--- src/rtl/pipe_cla_pkg.sv ---
`default_nettype none
// ============================================================================
// Module   : pipe_cla_pkg
// Purpose  : Shared constants and helpers for the pipelined CLA adder:
//            CLA group size, opcode encodings and the signed-saturation
//            values (used only when PIPE_CLA_SAT_EN is defined).
// Revision : 1.0 - initial release
// ============================================================================
package pipe_cla_pkg;

   localparam int   CLA_GROUP = 4;
   localparam int   MAX_WIDTH = 128;
   localparam logic OP_ADD    = 1'b0;
   localparam logic OP_SUB    = 1'b1;

   // Most positive signed value of a w-bit word: 0x7F..F
   function automatic logic [MAX_WIDTH-1:0] sat_pos(input int w);
      logic [MAX_WIDTH-1:0] v;
      v = '0;
      for (int i = 0; i < MAX_WIDTH; i++) begin
         if (i < w - 1) v[i] = 1'b1;
      end
      return v;
   endfunction

   // Most negative signed value of a w-bit word: 0x80..0
   function automatic logic [MAX_WIDTH-1:0] sat_neg(input int w);
      logic [MAX_WIDTH-1:0] v;
      v = '0;
      for (int i = 0; i < MAX_WIDTH; i++) begin
         if (i == w - 1) v[i] = 1'b1;
      end
      return v;
   endfunction

endpackage
`default_nettype wire

--- src/rtl/cla_slice.sv ---
`default_nettype none
// ============================================================================
// Module   : cla_slice
// Purpose  : Combinational N-bit carry-lookahead adder. Carries inside each
//            4-bit group are formed as sum-of-products lookahead terms; the
//            group carry is passed group to group.
// Revision : 1.0 - initial release
// ============================================================================
module cla_slice
   import pipe_cla_pkg::*;
#(
   parameter int N = 16
) (
   input  logic [N-1:0] a,
   input  logic [N-1:0] b,
   input  logic         cin,
   output logic [N-1:0] sum,
   output logic         cout,
   output logic         c_msb
);

   localparam int NG = N / CLA_GROUP;

   logic [N-1:0] g;
   logic [N-1:0] p;
   logic [N:0]   c;

   assign g = a & b;
   assign p = a ^ b;

   // Lookahead carries: c[j] = G[j-1:0] | P[j-1:0]&cg within each group
   always_comb begin
      logic cg;
      logic t;
      logic term;
      c    = '0;
      cg   = cin;
      t    = 1'b0;
      term = 1'b0;
      c[0] = cin;
      for (int gi = 0; gi < NG; gi++) begin
         for (int j = 1; j <= CLA_GROUP; j++) begin
            t = cg;
            for (int k = 0; k < j; k++) t = t & p[gi*CLA_GROUP + k];
            for (int k = 0; k < j; k++) begin
               term = g[gi*CLA_GROUP + k];
               for (int m = k + 1; m < j; m++) term = term & p[gi*CLA_GROUP + m];
               t = t | term;
            end
            c[gi*CLA_GROUP + j] = t;
         end
         cg = t;
      end
   end

   assign sum   = p ^ c[N-1:0];
   assign cout  = c[N];
   assign c_msb = c[N-1];

endmodule
`default_nettype wire

--- src/rtl/pipe_cla_adder.sv ---
`default_nettype none
// ============================================================================
// Module   : pipe_cla_adder
// Purpose  : Pipelined add/subtract with STAGES carry-lookahead slices. Stage
//            k adds slice k and registers the slice carry; unconsumed operand
//            slices and finished sum slices travel along so a beat's result
//            leaves in one piece after STAGES cycles. Global stall on
//            out_valid & !out_ready.
//            Optional macro PIPE_CLA_SAT_EN enables signed saturation
//            requested per beat by in_sat.
// Revision : 1.0 - initial release
// ============================================================================
module pipe_cla_adder
   import pipe_cla_pkg::*;
#(
   parameter int WIDTH  = 32,
   parameter int STAGES = 2
) (
   input  logic             clk,
   input  logic             rst_n,
   input  logic             in_valid,
   output logic             in_ready,
   input  logic [WIDTH-1:0] in_a,
   input  logic [WIDTH-1:0] in_b,
   input  logic             in_cin,
   input  logic             in_sub,
   input  logic             in_sat,
   output logic             out_valid,
   input  logic             out_ready,
   output logic [WIDTH-1:0] out_sum,
   output logic             out_cout,
   output logic             out_ovf
);

   localparam int SW   = WIDTH / STAGES;
   localparam int LAST = STAGES - 1;
`ifdef PIPE_CLA_SAT_EN
   localparam logic [MAX_WIDTH-1:0] C_SAT_POS = sat_pos(WIDTH);
   localparam logic [MAX_WIDTH-1:0] C_SAT_NEG = sat_neg(WIDTH);
`endif

   for (genvar k = 0; k < STAGES; k++) begin : g_stage
      logic             src_valid;
      logic [WIDTH-1:0] src_a;
      logic [WIDTH-1:0] src_b;
      logic             src_carry;
      logic [WIDTH-1:0] src_sum;
      logic             src_sat;
      logic [SW-1:0]    slice_sum;
      logic             slice_cout;
      logic             slice_cmsb;
      logic [WIDTH-1:0] sum_d;

      logic             valid_q;
      logic [WIDTH-1:0] a_q;
      logic [WIDTH-1:0] b_q;
      logic             carry_q;
      logic [WIDTH-1:0] sum_q;
      logic             sat_q;
      logic             ovf_q;

      if (k == 0) begin : g_src
         // Subtraction enters as A + ~B + 1; in_cin is ignored then
         assign src_valid = in_valid;
         assign src_a     = in_a;
         assign src_b     = (in_sub == OP_SUB) ? ~in_b : in_b;
         assign src_carry = (in_sub == OP_SUB) ? 1'b1 : in_cin;
         assign src_sum   = '0;
         assign src_sat   = in_sat;
      end else begin : g_src
         assign src_valid = g_stage[k-1].valid_q;
         assign src_a     = g_stage[k-1].a_q;
         assign src_b     = g_stage[k-1].b_q;
         assign src_carry = g_stage[k-1].carry_q;
         assign src_sum   = g_stage[k-1].sum_q;
         assign src_sat   = g_stage[k-1].sat_q;
      end

      cla_slice #(.N(SW)) u_slice (
         .a     (src_a[k*SW +: SW]),
         .b     (src_b[k*SW +: SW]),
         .cin   (src_carry),
         .sum   (slice_sum),
         .cout  (slice_cout),
         .c_msb (slice_cmsb)
      );

      // Merge this stage's slice into the partial sum; clamp at the last stage
      always_comb begin
         sum_d             = src_sum;
         sum_d[k*SW +: SW] = slice_sum;
`ifdef PIPE_CLA_SAT_EN
         if ((k == LAST) && src_sat && (slice_cmsb ^ slice_cout)) begin
            // carry into MSB without carry out means positive overflow
            sum_d = slice_cmsb ? C_SAT_POS[WIDTH-1:0] : C_SAT_NEG[WIDTH-1:0];
         end
`endif
      end

      // Stage register: advances only when the whole pipe is not stalled
      always_ff @(posedge clk or negedge rst_n) begin
         if (!rst_n) begin
            valid_q <= 1'b0;
            a_q     <= '0;
            b_q     <= '0;
            carry_q <= 1'b0;
            sum_q   <= '0;
            sat_q   <= 1'b0;
            ovf_q   <= 1'b0;
         end else if (in_ready) begin
            valid_q <= src_valid;
            a_q     <= src_a;
            b_q     <= src_b;
            carry_q <= slice_cout;
            sum_q   <= sum_d;
            sat_q   <= src_sat;
            ovf_q   <= slice_cmsb ^ slice_cout;
         end
      end
   end

`ifndef PIPE_CLA_SAT_EN
   // Saturation request travels with the beat but has no effect here
   logic unused_sat;
   assign unused_sat = g_stage[LAST].sat_q;
`endif

   assign out_valid = g_stage[LAST].valid_q;
   assign out_sum   = g_stage[LAST].sum_q;
   assign out_cout  = g_stage[LAST].carry_q;
   assign out_ovf   = g_stage[LAST].ovf_q;
   assign in_ready  = !out_valid || out_ready;

endmodule
`default_nettype wire

--- config.mk ---
export PLATFORM = sky130hd
export DESIGN_NAME = pipe_cla_adder
export DESIGN_NICKNAME = d
export VERILOG_FILES = /design/src/rtl/pipe_cla_pkg.sv /design/src/rtl/cla_slice.sv /design/src/rtl/pipe_cla_adder.sv
export SDC_FILE = /design/constraint.sdc
export NUM_CORES = 1
export LEC_CHECK = 0
export ABC_AREA = 1
export CORE_ASPECT_RATIO = 2
export CORE_MARGIN = 3
export CORE_UTILIZATION = 55
export DETAILED_ROUTE_END_ITERATION = 7
export HOLD_SLACK_MARGIN = 0.15
export PLACE_DENSITY_LB_ADDON = 0.25
export REMOVE_ABC_BUFFERS = 1
export SYNTH_ARGS = -nofsm -noshare
export SYNTH_HDL_FRONTEND = slang
export SYNTH_SLANG_ARGS = --single-unit
--- constraint.sdc ---
create_clock -name clk -period 6.9 [get_ports clk]
set_input_delay 0.69 -clock clk [delete_from_list [all_inputs] [get_ports clk]]
set_output_delay 0.69 -clock clk [all_outputs]
set_load 0.01 [all_outputs]
Fig. 1: run 1, signal wires on met3
Drawn at 4 px/um. Cells faint in the background.
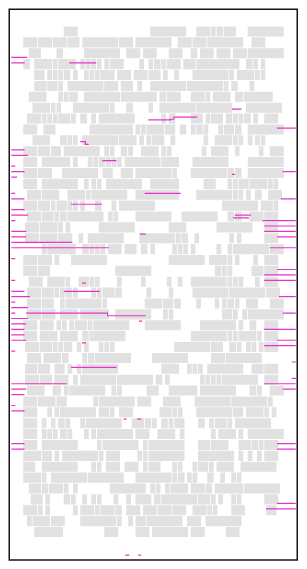
- longest straight run: 24.1 um
- nets with wire on the layer: 72
- wire length on this layer: 365 um
- share of all routed wire: 3.7%

Fig. 2: run 1, routed metal per tile
Drawn at 3 px/um. 14 x 27 tiles, from dark purple (low) to yellow (high), scaled to the fullest tile. Values are wire area over tile area, all layers added.
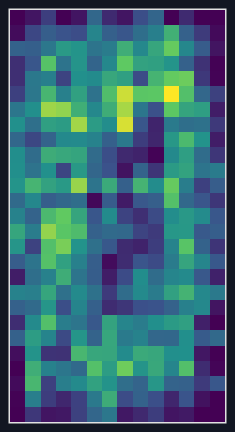
- tiles over half the peak: 28%
- fullest tile: 0.42
- nearly empty tiles: 4.5%

Fig. 3: run 1, placement by cell class
Drawn at 6 px/um.
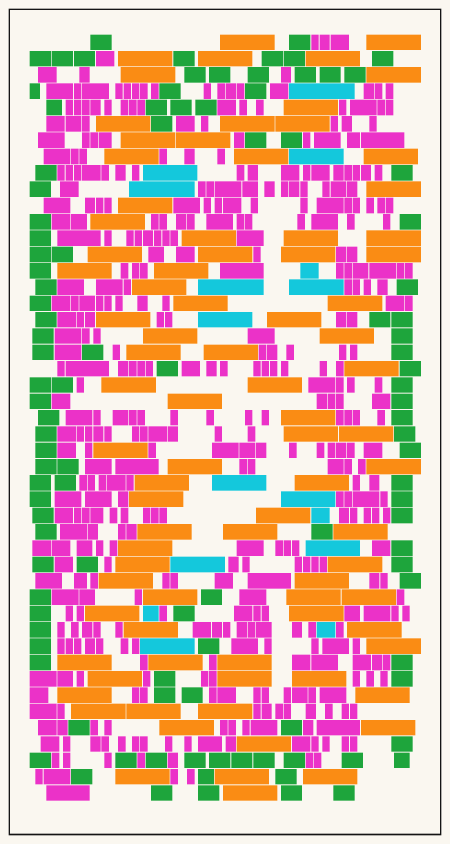
- magenta: remaining logic cells (cells 421)
- green: remaining buffers and delay cells (cells 107)
- cyan: clock drivers and dummy loads (cells 16)
- orange: registers (cells 85)

Fig. 4: run 1, clock nets
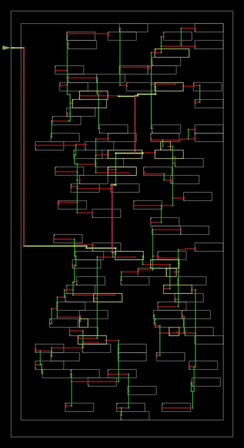
Clock Power: 551 uW
Clock Skew: 0.00737 ns
clock buffer count: 9
Flop Count: 85
clock latency on the worst-skew pair: 0.33 ns

==> impl_metrics.toml, run 1 <==
# implementation run metrics
[detailed_routing]
route.met2.wl_um = 5520
via_per_inst = 5.10
maxUsedRoutingLayer = "met4"
num_vias = 3709
wl_um = 9880
routedWlPerCell_um = 13.6
drc = 0
drtIter0Drc = 148
route.met3.wl_um = 364
drtAntennaViolNets = 0
met1_length_um = 3790
first_pass_iters = 4

[logic_synthesis]
avgSynthCellArea_sq_um = 8.98
xor_share_pct = 7.39
yosys-mux-area-fraction_pct = 0
synthArstFlopShare_pct = 100
ys_cells = 528
adder_share_pct = 13.9
ys.flops = 85
compound_area_share_pct = 4.49
edf_count = 0
simple_gate_area_share_pct = 22.2
topCombFamilyByArea = "simple AND/OR/NAND/NOR gates"
yosys.cell_types.count = 23
ys_seq_share_pct = 44.9
ff_type = "dfrtp_1"
ys_warn_count = 0
ys_area_sq_mm = 0.00474
syn_area_sq_mm = 0.00474
synth_cells = 528

[power_and_ir_drop]
power_density_mw_per_mm2 = 309
p_leak_nw = 2.98
pwr-share-seq_pct = 38.3
vdd.ir_drop.worst_uv = 150
swShare_pct = 30.6
power.internal_mw = 1.30
switchingPower_uw = 573
power_frac_comb_pct = 32.3
p_clk_share_pct = 29.4
power_mw = 1.88

[clocking]
post_cts_resized = 0
postCtsHoldBufs = 0
root_buffer = "clkbuf_16"
numCtsBuffers = 9
cts_buffer_depth = 2
clock-sinks = 85
cts_tree = "built"
htreeDepth = 3
clk_pin_slew_ns = 0.06
cts_setup_buffers = 0

[final_timing]
final_hold_viol_count = 0
maxSlewViolCount = 0
period_used_pct = 70.3
max_slew_margin_pct = 29.2
setup_tns_ns = 0
rsz0062_at_grt = "no"
setup_viol = 0
worst-slew-pin-transition_ns = 1.06
max_freq_ghz = 0.206
period_needed_ns = 4.85

[worst_setup_path]
rr_endpoint = "out_ovf"
crit_path_end = "g_stage[0].sum_q[15]"
end_kind = "register"
cp.required_ns = 7.17
r2r-start = "g_stage[0].b_q[16]"
critPathLaunch = "in_b[0]"
cpMostUsedCell = "nand2_1"
path_max_fanout = 3
path_class = "input pin to register"
reg2reg_slack_ns = 3.06
crit_path_top_delay_cell = "clkdlybuf4s50_1"
worst_path_largest_cell_delay_ns = 0.41
r2r_cells = 29
startpoint_type = "input pin"
cp_data_arrival_time_ns = 5.12

[floorplanning]
dieHeight_um = 137
fp_util_pct = 56.8
core_sq_mm = 0.00835
fp.dieW_um = 71.7
die-area_sq_mm = 0.00984
num_rows = 47
io_pins = 107

[cells_and_area]
final_area_sq_mm = 0.00606
stdcell_count = 727
diodes = 0
lay_top_count = "nand2_1"
area_growth_pct = 27.9
nets = 743
drive_gt1_share_pct = 3.97
final_cell_mix = "nand2_1, clkdlybuf4s50_1, dfrtp_1, o21ai_0, ha_1"
largest_register_ff_count = 32

[min_path]
whs_path_depth = 2
min_from = "g_stage[0].valid_q"
hp-class = "register to register"
hold_end = "out_valid"

[placed_design]
dpl-instance-area_sq_mm = 0.00571
hpwl_um = 6850
gp_congestion = 0.799
numPlacedInstances = 711
portBuffers = 105

[global_routing]
antenna_found_initial = 0
grt_max_degree = 112
grt_pass1_wl_um = 16300
use_met2_pct = 39.0
first_global_vias = 3779
grt_use_met1_pct = 22.9
busiest_layer = "met2"
grt_use_total_pct = 21.1
use_met3_pct = 3.94
overflow = 0

[job]
cap_violations = 0
warnings = 36

[run_status]
outcome = "finished clean"
==> run 1: power by group through the flow <==
stage | logic [mW] | clock network, mW | registers, mW
6_report | 0.606 | 0.551 | 0.718
5_1_grt | 0.682 | 0.580 | 0.736
4_1_cts | 0.616 | 0.563 | 0.718
3_5_place_dp | 0.611 | 0 | 0.724
3_3_place_gp | 0.585 | 0 | 0.720
2_1_floorplan | 0.280 | 0 | 0.749
==> run 1: synth_stat cells (2+ instances only) <==
master | n | area share (%)
inv_1 | 33 | 2.6
xnor2_1 | 23 | 4.2
o21ai_0 | 40 | 4.2
nand3_1 | 12 | 1.3
xor2_1 | 17 | 3.1
nor2_2 | 3 | 0.40
nand2_1 | 213 | 17
buf_4 | 2 | 0.32
buf_2 | 4 | 0.42
fa_1 | 8 | 3.4
nor2_1 | 11 | 0.87
ha_1 | 40 | 11
clkbuf_1 | 2 | 0.16
buf_8 | 2 | 0.63
buf_6 | 12 | 2.9
dfrtp_1 | 85 | 45
nand3b_1 | 15 | 2.4
==> run 1: metrics by stage <==
step	utilization (%)	worst slack, ns	hold slack [ns]
2_1_floorplan	-	2.78	0.394
3_3_place_gp	68.4	1.84	0.430
3_5_place_dp	68.4	1.65	0.455
4_1_cts	72.6	1.99	0.471
5_1_grt	72.6	1.63	0.500
6_report	72.6	2.05	0.465
==> run 1: layout make-up <==
cell class              instances  area, sq um
inverters                      34          128
flip-flops and latches         85         2130
repair buffers                107         1060
multi-input cells             387         2280
clock inverters                 7          124
fillers                       654         2290
clock buffers                   9          225
well taps                      98          123
==> run 1: critical path, delay by kind of cell <==
family / cells / cell delay, ns
xor gates and xnor gates: 1 / 0.23
adders and majority gates: 5 / 1.05
buffers and inverters: 8 / 0.82
and+or+nand+nor: 25 / 2.30
## Run 2: what changed since run 1
--- a/config.mk
+++ b/config.mk
@@ -8,7 +8,7 @@
 export ABC_AREA = 1
 export CORE_ASPECT_RATIO = 2
 export CORE_MARGIN = 3
-export CORE_UTILIZATION = 55
+export CORE_UTILIZATION = 46
 export DETAILED_ROUTE_END_ITERATION = 7
 export HOLD_SLACK_MARGIN = 0.15
 export PLACE_DENSITY_LB_ADDON = 0.25
==> constraint.sdc (replaced) <==
create_clock -name clk -period 4.3 [get_ports clk]
set_input_delay 0.43 -clock clk [delete_from_list [all_inputs] [get_ports clk]]
set_output_delay 0.43 -clock clk [all_outputs]
set_load 0.01 [all_outputs]
Fig. 5: run 2, clock nets
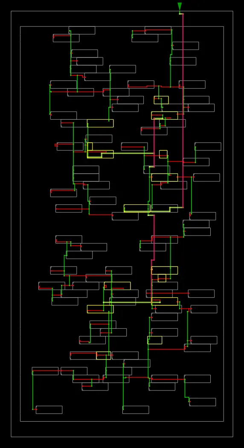
Clock Power: 727 uW
CTS Buf Count: 9
clock buffer count: 12

==> run 2 against run 1 <==
- core utilization decreased by 9.9 points
- clock power rose by 32%
- largest power group unchanged
- critical path depth shrank 5
- clock-buffer cell count up 3
- combinational power rose by 65%
- critical path type unchanged
- hold slack lost 0.19 ns
- die area rose by 18%
- largest cell class unchanged
==> impl_metrics.toml, run 2 <==
# implementation run metrics
[clocking]
clk_latency_ns = 0.32
htreeDepth = 3
clock-sinks = 85
cts_tree = "built"
root_buffer = "clkbuf_16"
cts_buffer_depth = 2
postCtsHoldBufs = 0
clk_pin_slew_ns = 0.06

[power_and_ir_drop]
power_mw = 2.88
power_density_mw_per_mm2 = 464
pwr-share-seq_pct = 39.9
seq_cell_power_mw = 1.15
power.internal_mw = 1.98
pg_comb_mw = 1.00
power-top-group = "registers"
p_leak_nw = 3.05
vdd.ir_drop.worst_uv = 236
power_frac_comb_pct = 34.8
swShare_pct = 31.2
p_clk_share_pct = 25.2
switchingPower_uw = 900

[logic_synthesis]
top_cell = "nand2_1"
ys_area_sq_mm = 0.00474
synthArstFlopShare_pct = 100
yosysTopAreaCell = "dfrtp_1"
ys_seq_share_pct = 44.9
ys_warn_count = 0
synth_cells = 528
ys.flops = 85
yosys.cell_types.count = 23
edf_count = 0
ys_top_cells_by_count = "nand2_1, dfrtp_1, ha_1, o21ai_0, inv_1"
ys_cells = 528
avgSynthCellArea_sq_um = 8.98
top_cell_area_share_pct = 44.9
synthTopCellsByArea = "dfrtp_1, nand2_1, ha_1"
syn_area_sq_mm = 0.00474
ff_type = "dfrtp_1"

[worst_setup_path]
cp_data_arrival_time_ns = 4.23
cp_top_family = "simple AND/OR/NAND/NOR gates"
path_class = "input pin to register"
cp.required_ns = 4.53
critPathBufInv = 9
crit_path_top_delay_cell = "fa_1"
end_kind = "register"
cpMostUsedCell = "nand2_1"
startpoint_type = "input pin"
path_max_fanout = 2
worst_path_largest_cell_delay_ns = 0.40

[detailed_routing]
wl_um = 9870
via_per_inst = 4.78
drtAntennaViolNets = 0
first_pass_iters = 4
drc = 0
num_vias = 3708
routedWlPerCell_um = 12.7
drtIter0Drc = 139

[cells_and_area]
final_cell_mix = "nand2_1, clkdlybuf4s50_1, dfrtp_1, o21ai_0, ha_1"
drive_gt1_share_pct = 8.07
diodes = 0
final_area_sq_mm = 0.00620
lay_top_count = "nand2_1"
fill_cells = 877
layout.area.comb_sq_mm = 0.00231
area_growth_pct = 30.9
largest_register_ff_count = 32
nets = 759
register_area_sq_mm = 0.00213

[job]
cap_violations = 0
warnings = 36

[final_timing]
skew_ns = 0.00659
holdWs_ns = 0.271
worst-slew-pin-transition_ns = 1.06
period_used_pct = 92.8
period_needed_ns = 3.99
timing.final.ws_setup_ns = 0.308
max_slew_margin_pct = 29.2
maxSlewViolCount = 0
max_freq_ghz = 0.250
final_hold_viol_count = 0
setup_tns_ns = 0
setup_viol = 0

[run_status]
outcome = "finished clean"

[global_routing]
antenna_found_initial = 0
overflow = 0
grt_use_total_pct = 18.0
grt_pass1_wl_um = 16900
first_global_vias = 3804
grt_max_degree = 112

[floorplanning]
fp_util_pct = 47.9
core_sq_mm = 0.00989
dieHeight_um = 150
fp.dieW_um = 77.8
die-area_sq_mm = 0.0116
io_pins = 107
num_rows = 51

[placed_design]
dp_worst_setup_slack_ns = -0.310
dpl-instance-area_sq_mm = 0.00584
portBuffers = 105
gp_congestion = 0.733
hpwl_um = 7020

[min_path]
hp-class = "input pin to async pin"
## run 2: worst register-to-register path: cells and delay by family, from the launching register on
kind            cells  cell delay, ns
compound gates      1            0.20
fa+ha+maj           5            1.08
flops               1            0.38
simple gates       22            1.96
## run 2: worst paths after layout
kind / start / end / slack, ns / depth (start not counted)
hold / removal: rst_n / out_sum[11] / 0.27 / 1
setup / recovery: in_b[0] / g_stage[0].sum_q[12] / 0.31 / 34
max in group asynchronous: rst_n / g_stage[0].b_q[28] / 3.32 / 1
min in group clk: g_stage[0].valid_q / out_valid / 0.46 / 2
setup reg to reg: g_stage[0].a_q[16] / out_sum[30] / 0.59 / 28
hold reg to reg: g_stage[0].valid_q / out_valid / 0.46 / 2
## run 2: repair_timing
| action | CTS | global route |
|---|---|---|
| buffers inserted | 0 | 5 |
| endpoints found under the setup margin | 0 | 5 |
| gates resized | 0 | 19 |
## run 2: kinds of logic after synthesis
group,synth area share [%]
AOI/OAI and AO/OA,4.49
xor gates and xnor gates,7.39
adders and majority gates,13.9
buffers and inverters,7.07
DFF,44.9
and+or+nand+nor,22.2
## run 2: cell type report
cell class | instances | area share (%)
clock inverters | 3 | 0.323
clock buffers | 12 | 4.30
inverters | 34 | 2.06
flip-flops and latches | 85 | 34.3
multi-input cells | 387 | 37.3
well taps | 132 | 2.66
repair buffers | 123 | 19.1
## run 2: through the flow
| step | instances | util, % |
|---|---|---|
| after floorplan | 506 | - |
| after global placement | 756 | 59.0 |
| after detailed placement | 756 | 59.0 |
| after CTS | 771 | 61.9 |
| after global routing | 776 | 62.7 |
| final | 776 | 62.7 |
## run 2: per-layer routing
metal  global-route usage (%)  share of wire (%)  routed length [um]
met5                        0                  0                   0
met1                     19.1                 39                3800
met4                     6.24                1.5                 145
met2                     34.9                 56                5570
met3                     3.19                3.6                 355
## Run 3: what changed since run 2
==> constraint.sdc (replaced) <==
create_clock -name clk -period 4.3 [get_ports clk]
set_input_delay 0.43 -clock clk [delete_from_list [all_inputs] [get_ports clk]]
set_output_delay 0.43 -clock clk [all_outputs]
set_load 0.02 [all_outputs]
Fig. 6: run 3, met4 routing
Drawn at 3 px/um. Supply wires on this layer in grey. Cells faint in the background.
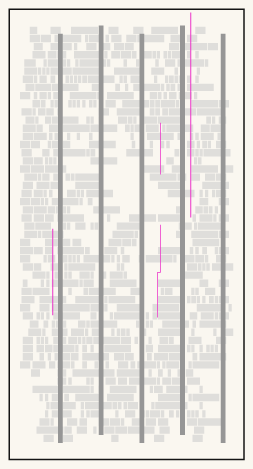
- longest straight run: 68.0 um
- share of all routed wire: 1.5%

==> run 3 against run 2 <==
- synthesized cell count unchanged
- critical path type unchanged
- clock skew unchanged
- critical endpoint unchanged
- worst setup slack unchanged
- global-route usage unchanged
- register-to-register slack about the same
- core utilization unchanged
- sequential power about the same
- clock power about the same
- sequential cell count unchanged
- total power up 3.5%
- maximum frequency unchanged
==> impl_metrics.toml, run 3 <==
# implementation run metrics
[run_status]
outcome = "finished clean"

[final_timing]
final_hold_viol_count = 0
setup_tns_ns = 0
setup_viol = 0
maxSlewViolCount = 0
max_freq_ghz = 0.250
timing.final.ws_setup_ns = 0.308
max_slew_margin_pct = 29.2
period_used_pct = 92.8
worst-slew-pin-transition_ns = 1.06
period_needed_ns = 3.99
skew_ns = 0.00659

[global_routing]
use_met2_pct = 34.9
grt_max_degree = 112
grt_use_total_pct = 18.0
grt_use_met1_pct = 19.1
grt_pass1_wl_um = 16900
overflow = 0
antenna_found_initial = 0
first_global_vias = 3804
busiest_layer = "met2"
use_met3_pct = 3.19

[placed_design]
hpwl_um = 7020
dp_worst_setup_slack_ns = -0.310
gp_congestion = 0.733
dpl-instance-area_sq_mm = 0.00584
portBuffers = 105

[cells_and_area]
nets = 759
area_growth_pct = 30.9
drive_gt1_share_pct = 8.07
final_cell_mix = "nand2_1, clkdlybuf4s50_1, dfrtp_1, o21ai_0, ha_1"
diodes = 0
lay_top_count = "nand2_1"
register_area_sq_mm = 0.00213
final_area_sq_mm = 0.00620
layout.area.comb_sq_mm = 0.00231
largest_register_ff_count = 32
fill_cells = 877

[clocking]
htreeDepth = 3
postCtsHoldBufs = 0
clk_pin_slew_ns = 0.06
clock-sinks = 85
cts_buffer_depth = 2
numCtsBuffers = 9
root_buffer = "clkbuf_16"
clk_latency_ns = 0.32
cts_tree = "built"

[worst_setup_path]
r2r-start = "g_stage[0].a_q[16]"
worst_path_largest_cell_delay_ns = 0.40
r2r_cells = 28
crit_path_top_delay_cell = "fa_1"
cp_top_family = "simple AND/OR/NAND/NOR gates"
cp_num_cells = 34
end_kind = "register"
startpoint_type = "input pin"
reg2reg_slack_ns = 0.59
crit_path_end = "g_stage[0].sum_q[12]"
path_class = "input pin to register"
cp.required_ns = 4.53
rr_endpoint = "out_sum[30]"
critPathLaunch = "in_b[0]"
cpMostUsedCell = "nand2_1"
critPathBufInv = 9
cp_data_arrival_time_ns = 4.23
path_max_fanout = 2

[logic_synthesis]
ff_type = "dfrtp_1"
syn_area_sq_mm = 0.00474
ys.flops = 85
ys_top_cells_by_count = "nand2_1, dfrtp_1, ha_1, o21ai_0, inv_1"
top_cell_area_share_pct = 44.9
compound_area_share_pct = 4.49
yosys-mux-area-fraction_pct = 0
top_cell = "nand2_1"
xor_share_pct = 7.39
synth_cells = 528
ys_seq_share_pct = 44.9
avgSynthCellArea_sq_um = 8.98
adder_share_pct = 13.9
ys_warn_count = 0
topCombFamilyByArea = "simple AND/OR/NAND/NOR gates"
synthTopCellsByArea = "dfrtp_1, nand2_1, ha_1"
synthArstFlopShare_pct = 100
yosysTopAreaCell = "dfrtp_1"
ys_cells = 528
edf_count = 0
simple_gate_area_share_pct = 22.2
ys_area_sq_mm = 0.00474
yosys.cell_types.count = 23

[min_path]
hp-class = "input pin to async pin"

[detailed_routing]
via_per_inst = 4.78
route.met2.wl_um = 5570
first_pass_iters = 4
drtIter0Drc = 139
routedWlPerCell_um = 12.7
drtAntennaViolNets = 0
num_vias = 3708
met1_length_um = 3800
maxUsedRoutingLayer = "met4"
drc = 0
route.met3.wl_um = 355
wl_um = 9870

[floorplanning]
num_rows = 51
core_sq_mm = 0.00989
fp_util_pct = 47.9
dieHeight_um = 150
die-area_sq_mm = 0.0116
fp.dieW_um = 77.8
io_pins = 107

[power_and_ir_drop]
power_mw = 2.98
power_density_mw_per_mm2 = 481
p_leak_nw = 3.05
vdd.ir_drop.worst_uv = 238

[job]
cap_violations = 0
warnings = 36
==> run 3: cell counts in the layout (fill, tap and decap cells not counted) <==
Identical to the previous run, type by type.
==> run 3: area by class of cell <==
type                    instances  share of cell area (%)
repair buffers                123                    19.1
clock buffers                  12                    4.30
inverters                      34                    2.06
multi-input cells             387                    37.3
well taps                     132                    2.66
flip-flops and latches         85                    34.3
clock inverters                 3                   0.323
==> run 3: timing repair <==
action | in CTS | in global routing
resized | 0 | 19
buffers inserted | 0 | 5
endpoints found under the setup margin | 0 | 5
==> run 3: power by group <==
part / internal, mW / switching (mW) / leakage [nW]
combinational: 0.527 / 0.577 / 1.89
clock: 0.434 / 0.292 / 0.137
sequential: 1.02 / 0.130 / 1.02
==> run 3: worst min path at each step <==
stage	cells past startpoint	endpoint	slack, ns	from
after CTS	1	out_sum[11]	0.35	rst_n
after detailed placement	2	out_valid	0.44	g_stage[0].valid_q
after global routing	1	out_sum[11]	0.40	rst_n
after global placement	2	out_valid	0.43	g_stage[0].valid_q
final	1	out_sum[11]	0.27	rst_n
after floorplan	0	g_stage[0].a_q[16]	0.13	rst_n
==> run 3: cell families after synthesis <==
| logic type | count (synthesis) |
|---|---|
| AND-OR/OR-AND | 42 |
| adder cells (fa/ha/maj) | 48 |
| AND/OR/NAND/NOR | 257 |
| XOR/XNOR | 40 |
| flip-flops | 85 |
| buffers and inverters | 56 |
==> run 3: per-stage QoR <==
step / util, % / cells / hold WS [ns]
2_1_floorplan: - / 506 / 0.134
3_3_place_gp: 59.0 / 756 / 0.430
3_5_place_dp: 59.0 / 756 / 0.443
4_1_cts: 61.9 / 771 / 0.347
5_1_grt: 62.7 / 776 / 0.400
6_report: 62.7 / 776 / 0.271

==> notes/layouts.md <==
Pictures saved along the way, in no particular order.

Pin placement.
panel A
Drawn at 3 px/um. Pins as bars across the die edge, other pins in grey.
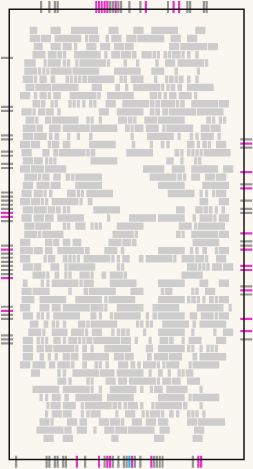
panel B
Drawn at 4 px/um. Pins as bars across the die edge, other pins in grey.
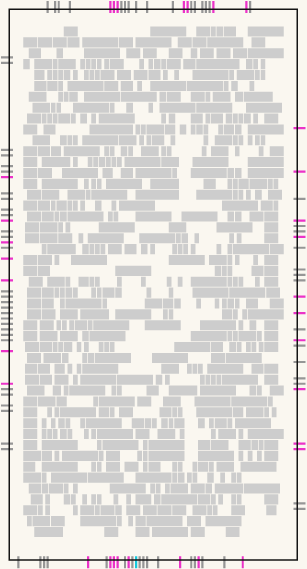
The one with the largest die is panel A.
panel B -> run 1
panel A -> run 3

Power and IR drop assume default switching activity.
